## src/rtl/dm633_refresh_if.sv

```systemverilog
// Bundles the refresh engine's request handshake, frame buffer read port and
// DM633 serial pins so they travel together between the engine and its users.
interface dm633_refresh_if #(
  parameter int c_addr_w = 10,
  parameter int c_bps    = 12
);
  logic                i_start;
  logic                o_busy;
  logic                o_done;
  logic                o_ren;
  logic [c_addr_w-1:0] o_raddr;
  logic [c_bps-1:0]    i_rdata;
  logic                o_dck;
  logic                o_dai;
  logic                o_lat;

  // The refresh engine itself.
  modport slave (
    input  i_start, i_rdata,
    output o_busy, o_done, o_ren, o_raddr, o_dck, o_dai, o_lat
  );

  // Whoever requests refreshes and serves the frame buffer reads.
  modport master (
    output i_start, i_rdata,
    input  o_busy, o_done, o_ren, o_raddr, o_dck, o_dai, o_lat
  );
endinterface

```

## src/rtl/dm633_refresh.sv

```systemverilog
// Streams one frame from the frame buffer onto the DM633 chain, last channel
// first, MSB first, then pulses LAT. Every output is a register.
module dm633_refresh #(
  parameter int c_ledboards = 30,
  parameter int c_channels  = c_ledboards * 32,
  parameter int c_addr_w    = $clog2(c_channels),
  parameter int c_bps       = 12,
  parameter int c_clkdiv    = 4,
  parameter int c_lat_w     = 2
) (
  input  logic             i_clk,
  input  logic             i_rst_n,
  dm633_refresh_if.slave   bus
);

  localparam int c_div_w = (c_clkdiv > 1) ? $clog2(c_clkdiv) : 1;
  localparam int c_bit_w = (c_bps > 1) ? $clog2(c_bps) : 1;
  localparam int c_lcn_w = $clog2(c_lat_w + 1);

  localparam logic [c_addr_w-1:0] c_addr_last = c_addr_w'(c_channels - 1);
  localparam logic [c_addr_w-1:0] c_addr_one  = c_addr_w'(1);
  localparam logic [c_div_w-1:0]  c_div_last  = c_div_w'(c_clkdiv - 1);
  localparam logic [c_div_w-1:0]  c_div_one   = c_div_w'(1);
  localparam logic [c_bit_w-1:0]  c_bit_last  = c_bit_w'(c_bps - 1);
  localparam logic [c_bit_w-1:0]  c_bit_one   = c_bit_w'(1);
  localparam logic [c_lcn_w-1:0]  c_lat_last  = c_lcn_w'(c_lat_w);
  localparam logic [c_lcn_w-1:0]  c_lat_one   = c_lcn_w'(1);

  typedef enum logic [2:0] {
    S_IDLE, S_FETCH, S_LOAD, S_SHIFT, S_LATCH, S_DONE
  } state_t;

  state_t              r_state,   w_state_nxt;
  logic [c_addr_w-1:0] r_addr,    w_addr_nxt;
  logic [c_bps-1:0]    r_shift,   w_shift_nxt;
  logic [c_bit_w-1:0]  r_bit_cnt, w_bit_nxt;
  logic [c_div_w-1:0]  r_div_cnt, w_div_nxt;
  logic [c_lcn_w-1:0]  r_lat_cnt, w_lat_cnt_nxt;
  logic                r_busy,    w_busy_nxt;
  logic                r_done,    w_done_nxt;
  logic                r_ren,     w_ren_nxt;
  logic                r_dck,     w_dck_nxt;
  logic                r_dai,     w_dai_nxt;
  logic                r_lat,     w_lat_nxt;

  // NOTE: sequential state uses non-blocking assignments only, so every
  // register samples the pre-edge values regardless of statement order.
  always_ff @(posedge i_clk or negedge i_rst_n) begin
    if (!i_rst_n) begin
      r_state   <= S_IDLE;
      r_addr    <= c_addr_last;
      r_shift   <= '0;
      r_bit_cnt <= '0;
      r_div_cnt <= '0;
      r_lat_cnt <= '0;
      r_busy    <= 1'b0;
      r_done    <= 1'b0;
      r_ren     <= 1'b0;
      r_dck     <= 1'b0;
      r_dai     <= 1'b0;
      r_lat     <= 1'b0;
    end else begin
      r_state   <= w_state_nxt;
      r_addr    <= w_addr_nxt;
      r_shift   <= w_shift_nxt;
      r_bit_cnt <= w_bit_nxt;
      r_div_cnt <= w_div_nxt;
      r_lat_cnt <= w_lat_cnt_nxt;
      r_busy    <= w_busy_nxt;
      r_done    <= w_done_nxt;
      r_ren     <= w_ren_nxt;
      r_dck     <= w_dck_nxt;
      r_dai     <= w_dai_nxt;
      r_lat     <= w_lat_nxt;
    end
  end

  // Next-state logic computes the output values for the coming state, so the
  // registered outputs line up cycle-for-cycle with r_state.
  always_comb begin
    // NOTE: every signal gets a default before the case so no path leaves
    // one unassigned, which would otherwise infer a latch.
    w_state_nxt   = r_state;
    w_addr_nxt    = r_addr;
    w_shift_nxt   = r_shift;
    w_bit_nxt     = r_bit_cnt;
    w_div_nxt     = r_div_cnt;
    w_lat_cnt_nxt = r_lat_cnt;
    w_busy_nxt    = r_busy;
    w_done_nxt    = 1'b0;
    w_ren_nxt     = 1'b0;
    w_dck_nxt     = r_dck;
    w_dai_nxt     = r_dai;
    w_lat_nxt     = 1'b0;

    unique case (r_state)
      S_IDLE: begin
        if (bus.i_start) begin
          w_state_nxt = S_FETCH;
          w_addr_nxt  = c_addr_last;
          w_ren_nxt   = 1'b1;
          w_busy_nxt  = 1'b1;
        end
      end
      S_FETCH: w_state_nxt = S_LOAD;
      S_LOAD: begin
        w_state_nxt = S_SHIFT;
        w_shift_nxt = bus.i_rdata;
        w_dai_nxt   = bus.i_rdata[c_bps-1];
        w_dck_nxt   = 1'b0;
        w_bit_nxt   = '0;
        w_div_nxt   = '0;
      end
      S_SHIFT: begin
        if (r_div_cnt != c_div_last) begin
          w_div_nxt = r_div_cnt + c_div_one;
        end else begin
          w_div_nxt = '0;
          if (!r_dck) begin
            w_dck_nxt = 1'b1;
          end else begin
            w_dck_nxt = 1'b0;
            if (r_bit_cnt != c_bit_last) begin
              w_bit_nxt   = r_bit_cnt + c_bit_one;
              w_shift_nxt = r_shift << 1;
              w_dai_nxt   = r_shift[c_bps-2];
            end else begin
              w_dai_nxt = 1'b0;
              if (r_addr != '0) begin
                w_addr_nxt  = r_addr - c_addr_one;
                w_state_nxt = S_FETCH;
                w_ren_nxt   = 1'b1;
              end else begin
                w_state_nxt   = S_LATCH;
                w_lat_cnt_nxt = '0;
              end
            end
          end
        end
      end
      S_LATCH: begin
        // First LATCH cycle is a guard with LAT low after the last DCK high.
        if (r_lat_cnt != c_lat_last) begin
          w_lat_cnt_nxt = r_lat_cnt + c_lat_one;
          w_lat_nxt     = 1'b1;
        end else begin
          w_state_nxt = S_DONE;
          w_done_nxt  = 1'b1;
        end
      end
      S_DONE: begin
        w_state_nxt = S_IDLE;
        w_busy_nxt  = 1'b0;
        w_addr_nxt  = c_addr_last;
      end
      default: w_state_nxt = S_IDLE;
    endcase
  end

  assign bus.o_busy  = r_busy;
  assign bus.o_done  = r_done;
  assign bus.o_ren   = r_ren;
  assign bus.o_raddr = r_addr;
  assign bus.o_dck   = r_dck;
  assign bus.o_dai   = r_dai;
  assign bus.o_lat   = r_lat;

endmodule
```

## src/flat_wrapper.sv

```systemverilog
// flat-port wrapper written by rule: the top's interface ports become plain ports
module dm633_refresh_flat 
#(
  parameter int c_ledboards = 30,
  parameter int c_channels  = c_ledboards * 32,
  parameter int c_addr_w    = $clog2(c_channels),
  parameter int c_bps       = 12,
  parameter int c_clkdiv    = 4,
  parameter int c_lat_w     = 2
)
  (i_clk, i_rst_n, bus_i_start, bus_i_rdata, bus_o_busy, bus_o_done, bus_o_ren, bus_o_raddr, bus_o_dck, bus_o_dai, bus_o_lat);
  dm633_refresh_if #(.c_addr_w(c_addr_w), .c_bps(c_bps)) bus_i ();
  input  logic i_clk;
  input  logic i_rst_n;
  input wire logic [$bits(bus_i.i_start)-1:0] bus_i_start;
  input wire logic [$bits(bus_i.i_rdata)-1:0] bus_i_rdata;
  output wire logic [$bits(bus_i.o_busy)-1:0] bus_o_busy;
  output wire logic [$bits(bus_i.o_done)-1:0] bus_o_done;
  output wire logic [$bits(bus_i.o_ren)-1:0] bus_o_ren;
  output wire logic [$bits(bus_i.o_raddr)-1:0] bus_o_raddr;
  output wire logic [$bits(bus_i.o_dck)-1:0] bus_o_dck;
  output wire logic [$bits(bus_i.o_dai)-1:0] bus_o_dai;
  output wire logic [$bits(bus_i.o_lat)-1:0] bus_o_lat;
  assign bus_i.i_start = bus_i_start;
  assign bus_i.i_rdata = bus_i_rdata;
  assign bus_o_busy = bus_i.o_busy;
  assign bus_o_done = bus_i.o_done;
  assign bus_o_ren = bus_i.o_ren;
  assign bus_o_raddr = bus_i.o_raddr;
  assign bus_o_dck = bus_i.o_dck;
  assign bus_o_dai = bus_i.o_dai;
  assign bus_o_lat = bus_i.o_lat;
  dm633_refresh #(.c_ledboards(c_ledboards), .c_channels(c_channels), .c_addr_w(c_addr_w), .c_bps(c_bps), .c_clkdiv(c_clkdiv), .c_lat_w(c_lat_w)) u_core (.i_clk(i_clk), .i_rst_n(i_rst_n), .bus(bus_i));
endmodule
```

## config.mk

```make
export PLATFORM = sky130hd
export DESIGN_NAME = dm633_refresh_flat
export DESIGN_NICKNAME = d
export VERILOG_FILES = /design/src/rtl/dm633_refresh_if.sv /design/src/rtl/dm633_refresh.sv /design/src/flat_wrapper.sv
export SDC_FILE = /design/constraint.sdc
export NUM_CORES = 1
export LEC_CHECK = 0
export ABC_AREA = 0
export CAP_MARGIN = 20
export CORE_MARGIN = 2
export CORE_UTILIZATION = 45
export DETAILED_ROUTE_END_ITERATION = 12
export PLACE_DENSITY = 0.68
export SYNTH_ARGS = -nofsm -noshare
export SYNTH_HDL_FRONTEND = slang
export SYNTH_SLANG_ARGS = --single-unit
```

## constraint.sdc

```tcl
create_clock -name i_clk -period 2.17 [get_ports i_clk]
set_clock_uncertainty 0.15 [all_clocks]
set_input_delay 0.434 -clock i_clk [delete_from_list [all_inputs] [get_ports i_clk]]
set_output_delay 0.434 -clock i_clk [all_outputs]
set_load 0.05 [all_outputs]
```

Run 1, where the registers sit:
Other sequential cells in the stronger grey, the rest of the logic in the fainter grey.
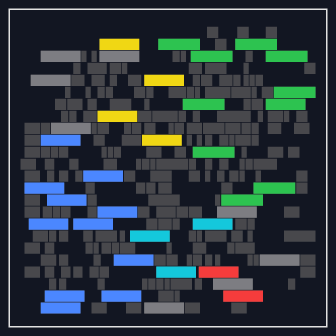
blue -> `u_core.r_shift`  # sequential cells 11
red -> `u_core.r_lat_cnt`  # sequential cells 2
green -> `u_core.bus.o_raddr`  # sequential cells 10
cyan -> `u_core.r_state`  # sequential cells 3
yellow -> `u_core.r_bit_cnt`  # sequential cells 4, where top middle
not coloured = 8
Reg area: 962.2 µm²
Seq/total area: 0.3824
fin util: 0.5739
Power Sequential: 997 µW

Run 1, the clock network:
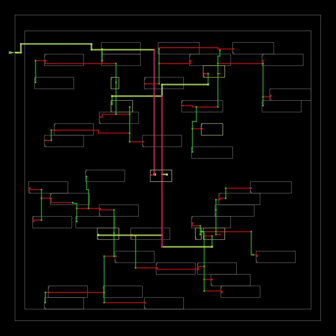
clk_buf instances: 7
flip-flops: 38
Latency at later pin: 0.29 ns
Clock Power: 508 µW

Run 1, cell classes on the final placement:
Bar = 20 µm. Fill, decap, tap and diode cells in grey.
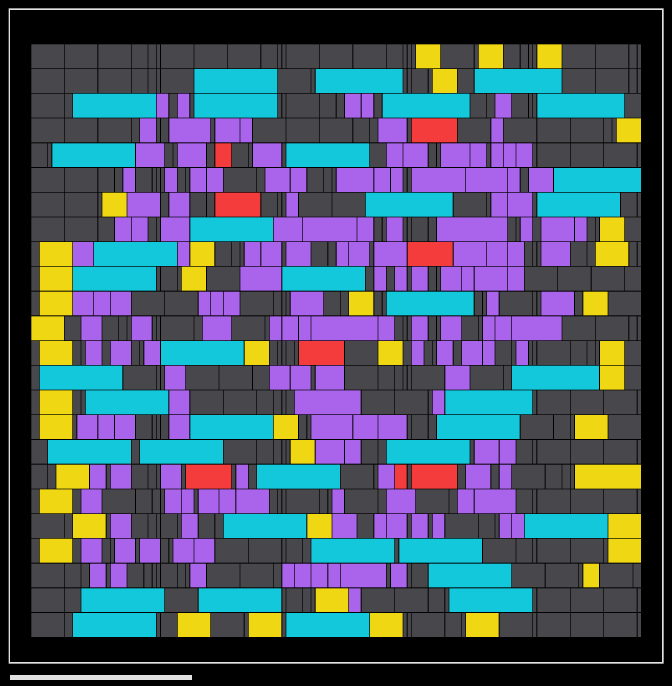
red -> clock drivers and dummy loads  # cells 8, share of their area 3.7%
purple -> combinational and other logic  # cells 160, share of their area 42%
yellow -> remaining buffers and delay cells  # cells 40, share of their area 15%
cyan -> sequential cells  # cells 38, share of their area 39%

==> Changelog: implementation, run 1 <==
### Changed

- Kind of path behind the tightest hold check: register to register
- First-pass GRT wire length: 7527 µm
- Die height: 71.73 µm
- Tap cells: 52
- R2r setup slk: 0.32 ns
- Vias in the first global route: 1565
- DR vias: 1729
- Tcrit/Tclk final: 0.9543
- Delay-heaviest family, CP: buffers and inverters
- Area share of fa/ha/maj cells after synthesis: 0.02424
- Clock buf/inv share: 0.03630
- Crit Reg-Reg Endpoint: u_core.bus.o_raddr[6]$_DFFE_PN0P_
- Placer Congestion: 0.7723
- Cts repair resizes: 0
- Clock buffer depth: 2
- R2R cell count: 5
- Cell Chain, Critical Path: clkdlybuf4s50_1
- CTS tree: built
- Simple Share, Synth: 0.1861
- Power share of the sequential group: 0.470
- Cells after Synth: 213
- Switching power: 713.1 µW
- Met3 Use GR: 0.04641
- Uppermost layer routed: met4
- Setup Viol. Count Final: 0
- Init Core Util: 0.4709
- Core Area: 4384 µm²
- Hold buffers post-CTS: 1
- Largest area class, layout: logic gates
- Hpwl dp: 3060 µm
- Hold endpoint: u_core.r_div_cnt[1]$_DFFE_PN0P_
- Register area share after synthesis: 0.4661
- Total length of routed wires: 4393 µm
- Run status: complete, no violations
- Power Density: 842.5 nW/µm²
- CP max-delay cell: clkdlybuf4s50_1
- Routed wl met2: 2026 µm
- Peak supply drop: 0.6308 mV
- Internal power: 1407 µW
- Dominant flop cell: dfrtp_1
- Num CTS Buffers: 5
- Post-route design area: 2516 µm²
- All-layer global routing usage: 0.1877
- Vias/cell: 5.802
- M2 GR Usage: 0.2870
- Synthesized area per cell: 9.692 µm²
- Comb area: 992.2 µm²
- Worst setup path class: register to output pin
- Non-clk invs: 12
- Largest fanout on the critical path: 4
- CTS H-tree lvls: 2
- Post-synth cell types: 47
- Multiplexer share: 0.01455
- Yosys stat cell total: 213
- WP depth: 1
- Post-CTS setup buffers: 0
- Syn_nets: 232
- DIE WIDTH: 71.73 µm
- Gr busiest metal: met2
- Root Buffer: clkbuf_8
- Registers, synthesis: 38
- Leakage: 0.001074 µW
- Antenna violations before repair: 0
- Logic family by area: AND-OR/OR-AND gates
- Met1 global-route usage: 0.2595
- Final min period: 2.071 ns
- Crit path from: u_core.bus.o_raddr[6]$_DFFE_PN0P_
- XORs/XNORs by Area: 0
- Crit path DRT: 1.59 ns
- Pre-CTS setup slack: 0.04066 ns
- Pin count of the biggest net entering global routing: 21
- DRT antenna net count: 0
- WP data arrival: 1.49 ns
- Plain + repair buffers: 40
- Tool warnings: 26
- Hold WS: 0.3300 ns
- Non-Filler Instances: 298
- TNS Setup: 0 ns
- Fmax: 0.4829 GHz
- Synth warn: 0
- Worst slew pin tran: 0.4931 ns
- Logic pwr share: 0.290
- Placed cells: 289
- Area Overhead vs Synth: 21.88%
- Cell area after synthesis: 2064 µm²
- Worst r2r src: u_core.bus.o_raddr[0]$_DFFE_PN1P_
- AO/OA Area Share: 0.2558
- WL met3: 184 µm
- Gr ovfl total: 0
- Multi-input gates: 148
- Port-buffer cells: 30
- Layout fillers: 388
- Synth async-reset ratio: 1.000
- Final hold vios: 0
- Multi-input combinational area share: 0.3943
- CP Buf/Inv Count: 1
- Clk pwr share: 0.239
- I/O pin total: 31
- Antenna cell count: 0
- Number of synthesized flops with an enable pin: 0
- Number of clock sinks: 38
- Worst hold path depth: 2
- Yosys Chip Area: 2064 µm²
- Met1 Wirelength: 2117 µm
- First-pass DRT Iterations: 4
- Row count: 24
- 1st-iter DRT viols: 99
- RSZ-0062 raised after global routing: false
- Worst setup EP type: output pin
- Non-clk buf share: 0.1432
- Final Slew Violations: 0
- Max_cap viols: 0
- Share of cells above drive strength 1: 0.1951
run 1: flip-flops by register name, summed over array words and instances (netlist names), 2 cells and up:
signal              count
u_core.r_shift         11
u_core.bus.o_raddr     10
u_core.r_bit_cnt        4
u_core.r_state          3
u_core.r_div_cnt        2
u_core.r_lat_cnt        2
run 1: cell usage after synthesis, types with 2 or more instances:
cell,count,share of area
dfstp_2,9,0.11
nand3_1,8,0.019
o22ai_1,22,0.067
nand3b_1,2,0.0073
clkbuf_1,8,0.015
inv_1,12,0.022
o211ai_1,2,0.0073
o31ai_1,4,0.015
nor2_1,14,0.025
nor3_4,2,0.016
nand2_1,14,0.025
a211o_1,2,0.0085
buf_2,7,0.017
a211oi_1,2,0.0073
a22o_1,3,0.013
and3b_1,2,0.0085
ha_1,4,0.024
nand4_1,3,0.0091
nor3_1,6,0.015
o21ai_0,15,0.036
a21oi_1,15,0.036
dfrtp_1,29,0.35
o2bb2ai_1,2,0.0085
mux2i_1,3,0.015
run 1: power groups by stage:
| stage | clock (µW) | sequential, µW | combinational, µW |
|---|---|---|---|
| floorplan | 0 | 1040 | 400 |
| CTS | 518 | 995 | 624 |
| finish | 508 | 997 | 615 |
| global placement | 0 | 1000 | 609 |
| detailed placement | 0 | 1000 | 623 |
| global route | 556 | 1020 | 690 |
run 1: placed cells by master, fill, tap and decap left out, types with 2 or more instances in the layout:
cell and instances:
nand4_1 3, dfrtp_1 29, buf_4 18, nor3_1 6
nor3_4 2, mux2i_1 3, nand2_1 14, o31ai_1 4
nor2_1 14, nand3_1 8, ha_1 4, a211o_1 2
dfstp_2 9, a211oi_1 2, o22ai_1 22, clkbuf_8 6
clkdlybuf4s50_1 19, o21ai_0 15, o2bb2ai_1 2, a22o_1 3
o211ai_1 2, nand3b_1 2, a21oi_1 15, and3b_1 2
inv_1 12
Run 1, power grid:
Pins as bars on the die edge.
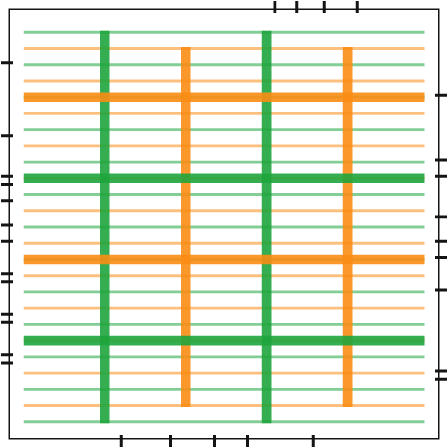

==> inputs of run 2 (changes only) <==
--- a/config.mk
+++ b/config.mk
@@ -6,11 +6,10 @@
 export NUM_CORES = 1
 export LEC_CHECK = 0
 export ABC_AREA = 0
-export CAP_MARGIN = 20
 export CORE_MARGIN = 2
 export CORE_UTILIZATION = 45
 export DETAILED_ROUTE_END_ITERATION = 12
-export PLACE_DENSITY = 0.68
+export PLACE_DENSITY = 0.73
 export SYNTH_ARGS = -nofsm -noshare
 export SYNTH_HDL_FRONTEND = slang
 export SYNTH_SLANG_ARGS = --single-unit
Run 2, power grid:
Pins as bars on the die edge.
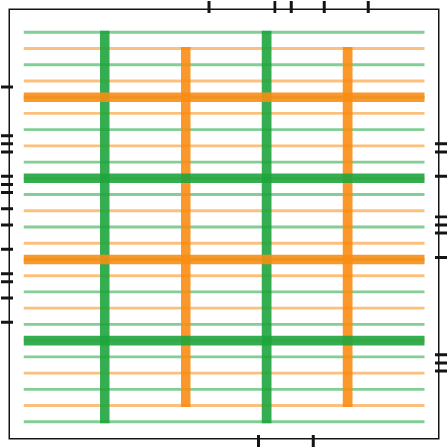
green -> VSS
orange -> VDD
met1 rails = 25
signal pins = 31
met5 straps = 4
rows = 24
met4 straps = 4
Core Area: 4384 µm²
DIE WIDTH: 71.73 µm
peak supply drop: 0.4958 mV
die height: 71.73 µm

==> run 2 against run 1 <==
Net effect: critical path depth stayed put; sequential share of layout area is 0.15 points lower; die area stayed put; via count is 1.2% higher; first-iteration DRC count is 40% higher; sequential cell count stayed put; count of clock-buffer cells in the layout is 2 lower; fmax is 0.24% lower; register-to-register slack worse by 0.06 ns; global-route usage is 0.22 points lower; clock power is 16% higher; highest routed layer unchanged.
==> Changelog: implementation, run 2 <==
### Changed

- Kind of path behind the tightest hold check: input pin to async pin
- Leakage: 0.001084 µW
- TNS Setup: 0 ns
- Crit Reg-Reg Endpoint: u_core.bus.o_raddr[5]$_DFFE_PN1P_
- Vias in the first global route: 1659
- Routed wl met2: 2086 µm
- Init Core Util: 0.4709
- First-pass DRT Iterations: 4
- Comb pwr: 608 µW
- Worst slew pin tran: 0.4956 ns
- Largest fanout on the critical path: 4
- Yosys Chip Area: 2064 µm²
- Root Buffer: clkbuf_8
- Cell type with the largest total area: dfrtp_1
- Tool warnings: 26
- Post-CTS setup buffers: 0
- Hold WS: 0.03495 ns
- WP data arrival: 1.49 ns
- Top cells excl fill/tap: dfrtp_1, o22ai_1, buf_4
- R2r setup slk: 0.26 ns
- Antenna violations before repair: 0
- Number of synthesized flops with an enable pin: 0
- Biggest register: u_core.r_shift
- Clk pwr share: 0.268
- Run status: complete, no violations
- Power Sequential: 1000 µW
- Logic pwr share: 0.276
- Final Slew Violations: 0
- Fmax: 0.4817 GHz
- R2R cell count: 4
- Crit path DRT: 1.59 ns
- Gr busiest metal: met2
- Syn_nets: 232
- DRT antenna net count: 0
- Worst setup path class: register to output pin
- CTS H-tree lvls: 2
- Post-synth cell types: 47
- Placer Congestion: 0.8008
- Delay-heaviest family, CP: buffers and inverters
- Met3 Use GR: 0.04923
- Worst setup EP type: output pin
- M2 GR Usage: 0.2912
- All-layer global routing usage: 0.1855
- Cells after Synth: 213
- Worst r2r src: u_core.r_state[0]$_DFFE_PN0P_
- Latency at later pin: 0.29 ns
- Top cells, area: dfrtp_1, dfstp_2, o22ai_1
- Fin util: 0.5762
- Max_cap viols: 0
- Share of cells above drive strength 1: 0.2065
- Final min period: 2.076 ns
- Hpwl dp: 3129 µm
- Dominant flop cell: dfrtp_1
- Layout fillers: 401
- Power share of the sequential group: 0.456
- Crit path from: u_core.bus.o_raddr[6]$_DFFE_PN0P_
- Biggest consumer: sequential cells
- Hold buffers post-CTS: 0
- Dominant cell area share: 0.3515
- Clock Power: 591 µW
- Gr ovfl total: 0
- Tcrit/Tclk final: 0.9566
- I/O pin total: 31
- Total length of routed wires: 4458 µm
- Num CTS Buffers: 5
- Antenna cell count: 0
- Pin count of the biggest net entering global routing: 39
- First-pass GRT wire length: 7617 µm
- CP max-delay cell: clkdlybuf4s50_1
- CP Buf/Inv Count: 1
- Synthesized area per cell: 9.692 µm²
- Cell area after synthesis: 2064 µm²
- Uppermost layer routed: met4
- Yosys stat cell total: 213
- Synth warn: 0
- Clock buffer depth: 2
- Setup Viol. Count Final: 0
- CTS tree: built
- Number of clock sinks: 38
- Synth async-reset ratio: 1.000
- Internal power: 1487 µW
- Area Overhead vs Synth: 22.36%
- Met1 global-route usage: 0.2532
- 1st-iter DRT viols: 139
- Cts repair resizes: 0
- Final hold vios: 0
- WL met3: 243 µm
run 2: cell count changes in the layout (fill, tap and decap cells not counted), sizes merged:
| cell | previous run | this run |
|---|---|---|
| dlygate4sd3 | 1 | 0 |
| bufinv | 0 | 1 |
| clkbuf | 7 | 5 |
| clkinv | 1 | 2 |
| buf | 20 | 22 |
run 2: how the worst max path moves through the flow:
stage,cells after the start,slack (ns),end
2_1_floorplan,6,0.19,u_core.bus.o_raddr[6]$_DFFE_PN0P_
3_3_place_gp,5,0.14,u_core.bus.o_raddr[6]$_DFFE_PN0P_
3_5_place_dp,5,0.10,u_core.bus.o_raddr[6]$_DFFE_PN0P_
4_1_cts,1,0.08,bus_o_raddr[6]
5_1_grt,1,0.02,bus_o_dai
6_report,1,0.09,bus_o_raddr[6]
run 2: stage by stage:
| stage | instances | instance area, µm² | setup WS (ns) |
|---|---|---|---|
| 2_1_floorplan | 213 | 2064 | 0.1917 |
| 3_3_place_gp | 291 | 2417 | 0.1425 |
| 3_5_place_dp | 291 | 2417 | 0.1017 |
| 4_1_cts | 299 | 2526 | 0.08358 |
| 5_1_grt | 299 | 2526 | 0.02447 |
| 6_report | 299 | 2526 | 0.09416 |
run 2: logic make-up after synthesis:
group                    after synthesis  synth area share
multiplexers                           3           0.01455
adder cells (fa/ha/maj)                4           0.02424
flip-flops                            38            0.4661
buffers and inverters                 27           0.05333
AND-OR/OR-AND                         78            0.2558
AND/OR/NAND/NOR                       63            0.1861
run 2: layout make-up:
cell class              count  area (µm²)  area share
repair buffers             41       352.8      0.1397
well taps                  52       65.06     0.02576
clock inverters             3       40.04     0.01585
flip-flops and latches     38       962.2      0.3809
clock buffers               5       68.82     0.02724
multi-input cells         148       992.2      0.3928
inverters                  12       45.04     0.01783
Run 2, logic cells by family:
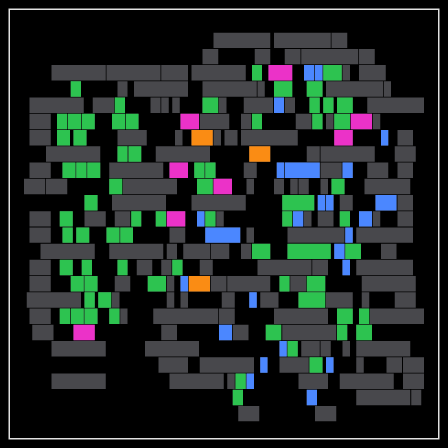

==> inputs of run 3 (changes only) <==
--- a/config.mk
+++ b/config.mk
@@ -9,7 +9,7 @@
 export CORE_MARGIN = 2
 export CORE_UTILIZATION = 45
 export DETAILED_ROUTE_END_ITERATION = 12
-export PLACE_DENSITY = 0.73
+export PLACE_DENSITY = 0.68
 export SYNTH_ARGS = -nofsm -noshare
 export SYNTH_HDL_FRONTEND = slang
 export SYNTH_SLANG_ARGS = --single-unit
Run 3, logic cells by family:
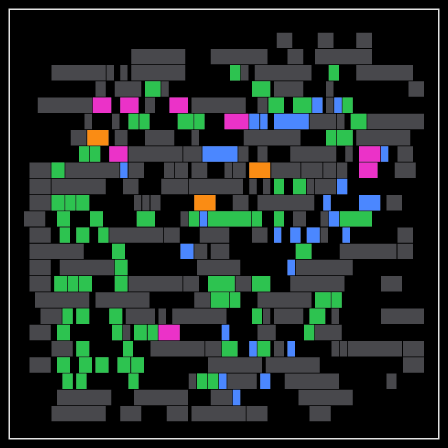
green -> aoi and oai cells  # cells 70, most used o22ai_1
magenta -> non-inverting ao/oa cells  # cells 8, most used a22o_1
orange -> mux cells  # cells 3, most used mux2i_1
blue -> nor cells  # cells 25, most used nor2_1
Commonest Layout Cell: dfrtp_1
multi-input combinational area share: 0.3943
Non-Filler Instances: 298

==> run 3 against run 2 <==
Net effect: area after synthesis unchanged; synthesized cell count is the same; critical path depth is the same; fmax up 0.24%; setup slack improved by 0.0049 ns; critical endpoint unchanged; largest cell class unchanged; highest routed layer unchanged.
==> Changelog: implementation, run 3 <==
### Changed

- Dominant flop cell: dfrtp_1
- Logic family by area: AND-OR/OR-AND gates
- AO/OA Area Share: 0.2558
- Worst slew pin tran: 0.4931 ns
- TNS Setup: 0 ns
- Worst r2r src: u_core.bus.o_raddr[0]$_DFFE_PN1P_
- Hold buffers post-CTS: 1
- Routed wl met2: 2026 µm
- DRT antenna net count: 0
- Number of synthesized flops with an enable pin: 0
- Met1 global-route usage: 0.2595
- Row count: 24
- Num CTS Buffers: 5
- Synth async-reset ratio: 1.000
- Post-CTS setup buffers: 0
- RSZ-0062 raised after global routing: false
- Top cells by count: dfrtp_1, o22ai_1, a21oi_1, o21ai_0
- Core Area: 4384 µm²
- Layout fillers: 388
- Antenna violations before repair: 0
- Pre-CTS setup slack: 0.04066 ns
- Dominant cell area share: 0.3515
- Crit Reg-Reg Endpoint: u_core.bus.o_raddr[6]$_DFFE_PN0P_
- Comb area: 992.2 µm²
- Tcrit/Tclk final: 0.9543
- R2r setup slk: 0.32 ns
- Port-buffer cells: 30
- Biggest register: u_core.r_shift
- Worst setup path class: register to output pin
- First-pass DRT Iterations: 4
- Met3 Use GR: 0.04641
- Hold endpoint: u_core.r_div_cnt[1]$_DFFE_PN0P_
- Kind of path behind the tightest hold check: register to register
- Gr ovfl total: 0
- Gr busiest metal: met2
- Delay-heaviest family, CP: buffers and inverters
- I/O pin total: 31
- Run status: complete, no violations
- Latency at later pin: 0.29 ns
- All-layer global routing usage: 0.1877
- Final min period: 2.071 ns
- Top cells excl fill/tap: dfrtp_1, o22ai_1, clkdlybuf4s50_1
- Area share of fa/ha/maj cells after synthesis: 0.02424
- Yosys Chip Area: 2064 µm²
- Worst hold path depth: 2
- Syn_nets: 232
- Largest fanout on the critical path: 4
- R2R cell count: 5
- Placed cells: 289
- First-pass GRT wire length: 7527 µm
- Hpwl dp: 3060 µm
- Total length of routed wires: 4393 µm
- Cell type with the largest total area: dfrtp_1
- 1st-iter DRT viols: 99
- Most frequent cell after synthesis: dfrtp_1
- Multiplexer share: 0.01455
- Simple Share, Synth: 0.1861
- Crit path DRT: 1.59 ns
- Register area share after synthesis: 0.4661
- XORs/XNORs by Area: 0
- Worst setup EP type: output pin
- Max_cap viols: 0
- Peak supply drop: 0.6308 mV
- DIE WIDTH: 71.73 µm
- Init Core Util: 0.4709
- Top cells, area: dfrtp_1, dfstp_2, o22ai_1
- Synth warn: 0
- Vias in the first global route: 1565
- CP max-delay cell: clkdlybuf4s50_1
- Met1 Wirelength: 2117 µm
==> run 3: netlist changes by cell type in the layout (fill, tap and decap cells not counted) <==
cell           change
dlygate4sd3_1      +1
clkinv_2           -1
buf_12             +1
clkbuf_1           +1
clkbuf_8           +1
buf_4              -3
bufinv_16          -1
==> run 3: where the power goes <==
group | internal, µW | leakage, µW | total, µW | switching, µW
clock | 256 | 0.0000482 | 508 | 251
sequential | 866 | 0.000442 | 997 | 131
combinational | 284 | 0.000584 | 615 | 331
total | 1410 | 0.00107 | 2120 | 713
==> run 3: area by class of cell <==
cell class,count,area share
timing repair buffer,40,0.1432
sequential,38,0.3824
tap,52,0.02586
multi-input combinational,148,0.3943
clock buffer,7,0.03431
clock inverter,1,0.001989
inverter,12,0.01790
==> run 3: stage by stage <==
step	instance area (µm²)	utilization
floorplan	2064	-
global placement	2415	0.5508
detailed placement	2415	0.5508
CTS	2516	0.5739
global route	2516	0.5739
finish	2516	0.5739
==> run 3: worst max-delay path by stage <==
| stage | from | to | slack [ns] |
|---|---|---|---|
| after floorplan | u_core.bus.o_raddr[0]$_DFFE_PN1P_ | u_core.bus.o_raddr[6]$_DFFE_PN0P_ | 0.19 |
| after global placement | bus_i_start | u_core.bus.o_raddr[6]$_DFFE_PN0P_ | 0.09 |
| after detailed placement | bus_i_start | u_core.bus.o_raddr[6]$_DFFE_PN0P_ | 0.04 |
| after CTS | u_core.bus.o_raddr[6]$_DFFE_PN0P_ | bus_o_raddr[6] | 0.09 |
| after global routing | u_core.bus.o_raddr[6]$_DFFE_PN0P_ | bus_o_raddr[6] | 0.05 |
| final | u_core.bus.o_raddr[6]$_DFFE_PN0P_ | bus_o_raddr[6] | 0.1 |
No activity file was given, so power comes from the tool's default toggle rates.
